===== src/rtl/seq_div_8bit.sv =====
// Multi-cycle restoring divider producing one quotient bit per clock behind a start/done handshake.
// Optional signed (truncating) division when SIGNED_DIV_EN is defined.
module seq_div_8bit #(
  parameter int unsigned WIDTH = 8
) (
  input  logic             clk_in,
  input  logic             rst_n_in,
  input  logic             start_in,
`ifdef SIGNED_DIV_EN
  input  logic             signed_in,
`endif
  input  logic [WIDTH-1:0] dividend_in,
  input  logic [WIDTH-1:0] divisor_in,
  output logic             busy_out,
  output logic             done_out,
  output logic [WIDTH-1:0] quotient_out,
  output logic [WIDTH-1:0] remainder_out,
  output logic             div_by_zero_out
);

  localparam int unsigned CNT_W = $clog2(WIDTH + 1);

  typedef enum logic [1:0] {
    S_IDLE = 2'd0,
    S_RUN  = 2'd1,
    S_DONE = 2'd2
  } state_t;

  state_t             state_q, state_d;
  logic [WIDTH-1:0]   rem_q, rem_d;
  logic [WIDTH-1:0]   quot_q, quot_d;
  logic [WIDTH-1:0]   dvsr_q, dvsr_d;
  logic [CNT_W-1:0]   cnt_q, cnt_d;
  logic               neg_quot_q, neg_quot_d;
  logic               neg_rem_q, neg_rem_d;
  logic               busy_q, busy_d;
  logic               done_q, done_d;
  logic [WIDTH-1:0]   quot_out_q, quot_out_d;
  logic [WIDTH-1:0]   rem_out_q, rem_out_d;
  logic               dbz_q, dbz_d;

  logic               signed_mode_c;
  logic [WIDTH-1:0]   rem_sh_c;
  logic [WIDTH:0]     trial_c;

`ifdef SIGNED_DIV_EN
  assign signed_mode_c = signed_in;
`else
  assign signed_mode_c = 1'b0;
`endif

  // Magnitude of a two's-complement operand when signed mode is active.
  function automatic logic [WIDTH-1:0] mag_f(input logic [WIDTH-1:0] x, input logic en);
    return (en && x[WIDTH-1]) ? (~x + WIDTH'(1)) : x;
  endfunction

  function automatic logic [WIDTH-1:0] negate_f(input logic [WIDTH-1:0] x, input logic en);
    return en ? (~x + WIDTH'(1)) : x;
  endfunction

  // State register with synchronous active-low reset.
  always_ff @(posedge clk_in) begin
    if (!rst_n_in) begin
      state_q    <= S_IDLE;
      rem_q      <= '0;
      quot_q     <= '0;
      dvsr_q     <= '0;
      cnt_q      <= '0;
      neg_quot_q <= 1'b0;
      neg_rem_q  <= 1'b0;
      busy_q     <= 1'b0;
      done_q     <= 1'b0;
      quot_out_q <= '0;
      rem_out_q  <= '0;
      dbz_q      <= 1'b0;
    end else begin
      state_q    <= state_d;
      rem_q      <= rem_d;
      quot_q     <= quot_d;
      dvsr_q     <= dvsr_d;
      cnt_q      <= cnt_d;
      neg_quot_q <= neg_quot_d;
      neg_rem_q  <= neg_rem_d;
      busy_q     <= busy_d;
      done_q     <= done_d;
      quot_out_q <= quot_out_d;
      rem_out_q  <= rem_out_d;
      dbz_q      <= dbz_d;
    end
  end

  // Next-state, iteration datapath and result capture.
  always_comb begin
    state_d    = state_q;
    rem_d      = rem_q;
    quot_d     = quot_q;
    dvsr_d     = dvsr_q;
    cnt_d      = cnt_q;
    neg_quot_d = neg_quot_q;
    neg_rem_d  = neg_rem_q;
    done_d     = 1'b0;
    quot_out_d = quot_out_q;
    rem_out_d  = rem_out_q;
    dbz_d      = dbz_q;

    // Shift {rem,quot} left by one, then trial-subtract the divisor.
    rem_sh_c = {rem_q[WIDTH-2:0], quot_q[WIDTH-1]};
    trial_c  = {1'b0, rem_sh_c} + {1'b0, ~dvsr_q} + (WIDTH+1)'(1);

    unique case (state_q)
      S_IDLE, S_DONE: begin
        state_d = S_IDLE;
        if (start_in) begin
          rem_d      = '0;
          quot_d     = mag_f(dividend_in, signed_mode_c);
          dvsr_d     = mag_f(divisor_in, signed_mode_c);
          cnt_d      = '0;
          neg_quot_d = signed_mode_c && (dividend_in[WIDTH-1] ^ divisor_in[WIDTH-1]);
          neg_rem_d  = signed_mode_c && dividend_in[WIDTH-1];
          if (divisor_in == '0) begin
            state_d    = S_DONE;
            done_d     = 1'b1;
            quot_out_d = '1;
            rem_out_d  = dividend_in;
            dbz_d      = 1'b1;
          end else begin
            state_d = S_RUN;
          end
        end
      end
      S_RUN: begin
        rem_d  = trial_c[WIDTH] ? trial_c[WIDTH-1:0] : rem_sh_c;
        quot_d = {quot_q[WIDTH-2:0], trial_c[WIDTH]};
        cnt_d  = cnt_q + CNT_W'(1);
        if (cnt_q == CNT_W'(WIDTH - 1)) begin
          state_d    = S_DONE;
          done_d     = 1'b1;
          quot_out_d = negate_f(quot_d, neg_quot_q);
          rem_out_d  = negate_f(rem_d, neg_rem_q);
          dbz_d      = 1'b0;
        end
      end
      default: state_d = S_IDLE;
    endcase

    busy_d = (state_d == S_RUN);
  end

  assign busy_out        = busy_q;
  assign done_out        = done_q;
  assign quotient_out    = quot_out_q;
  assign remainder_out   = rem_out_q;
  assign div_by_zero_out = dbz_q;

endmodule


===== config.mk =====
export PLATFORM = sky130hd
export DESIGN_NAME = seq_div_8bit
export DESIGN_NICKNAME = d
export VERILOG_FILES = /design/src/rtl/seq_div_8bit.sv
export SDC_FILE = /design/constraint.sdc
export NUM_CORES = 1
export LEC_CHECK = 0
export CAP_MARGIN = 0
export CORE_MARGIN = 2
export CORE_UTILIZATION = 40
export CTS_CLUSTER_DIAMETER = 60
export DETAILED_ROUTE_END_ITERATION = 8
export PLACE_DENSITY = 0.67
export SYNTH_ARGS = -nofsm -noshare
export SYNTH_HDL_FRONTEND = slang
export SYNTH_SLANG_ARGS = --single-unit

===== constraint.sdc =====
create_clock -name clk_in -period 6.3 [get_ports clk_in]
set_input_delay 0.63 -clock clk_in [delete_from_list [all_inputs] [get_ports clk_in]]
set_output_delay 0.63 -clock clk_in [all_outputs]
set_load 0.01 [all_outputs]

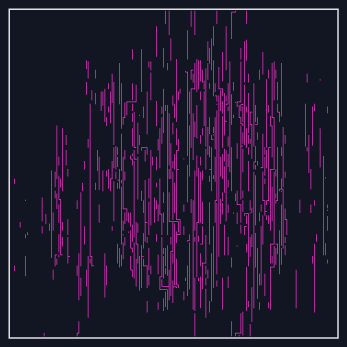
**Above:** met2 routing.
(4 px per µm)
287 nets have wire on it. The layer carries 2,750 µm of wire. The longest straight run is 40.1 µm.
routed wire length: 5859 µm
met2 Usage GRT: 0.3033
Vias: 2,189

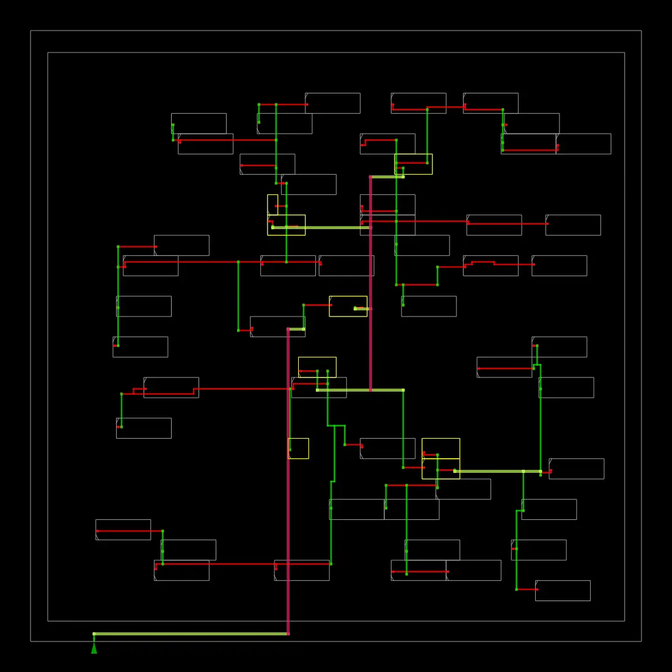
**Above:** clock routing.
latest clock arrival within the worst-skew pair: 0.30 ns
number of buffers created by CTS: 5
clock skew: 0.007163 ns

==> results.yml <==
# yosys + openroad results
sta:
  worst-slew-pin-transition_ns: 0.9263
  relSlewSlack: 0.3789
  hold_slack_ns: 0.4591
place:
  hpwl_um: 4323
  gp_congestion: 0.8573
critical_path:
  path_cells: "nand2b_1 > o21ai_4 > a21boi_2 > nor2_1 > a211oi_2"
  cp_top_family: "AND-OR/OR-AND gates"
  r2r_start: "state_q[0]"
  rr_endpoint: "quotient_out[7]"
yosys:
  ys_cells: 292
  synth.distinct_cells: 52
  avgSynthCellArea_um2: 8.296
  adder_share: 0.05475
  ys_area_mm2: 0.002422
  simple_gate_share: 0.1978
  yosysWarnings: 0
  ys_async_sr_fraction: 0
  synth_top_flop_cell: "dfxtp_1"
power:
  p_int_uw: 496.0
  pwr_density_cell_mw_per_mm2: 249.1
  pg_comb_uw: 184
  ir_drop_mv: 0.1070
finish:
  post-route-util: 0.4915
  top_area_cell_class: "logic gates"
  final_cell_area_mm2: 0.002893
  comb_cells: 217
  final_common_cell: "nand2_1"
hold_path:
  holdCritPathClass: "register to register"
  hp-start: "dvsr_q[5]"
cts:
  cts.sinks: 48
  cts_buffer_depth: 2
global_routing:
  grt_pass1_wl_um: 9528
drt:
  top_layer: "met4"
run_status:
  status: "finished clean"
die:
  fp-row-count: 28
-- registers in the layout (all words and copies together) (netlist names) --
name,count
dvsr_q,8
quot_q,8
quotient_out,8
remainder_out,8
rem_q,7
cnt_q,4
state_q,2
busy_out,1
div_by_zero_out,1
done_out,1
-- cell usage after synthesis (3+ instances only) --
cell type	number	area, µm²
nand2_1	56	210.2
a31oi_1	11	68.82
clkbuf_1	8	30.03
inv_1	11	41.29
dfxtp_1	48	960.9
o21ai_1	9	45.04
nor2_1	19	71.32
nor3_2	3	30.03
nor4_1	5	31.28
buf_6	3	33.78
o221a_1	3	33.78
a21oi_1	28	140.1
ha_1	9	112.6
a22oi_1	7	52.55
nand2b_1	3	18.77
xor2_1	3	26.28
a2bb2oi_1	3	26.28
o21ai_0	19	95.09
and3_1	3	18.77
No activity file was given, so power comes from the tool's default toggle rates.
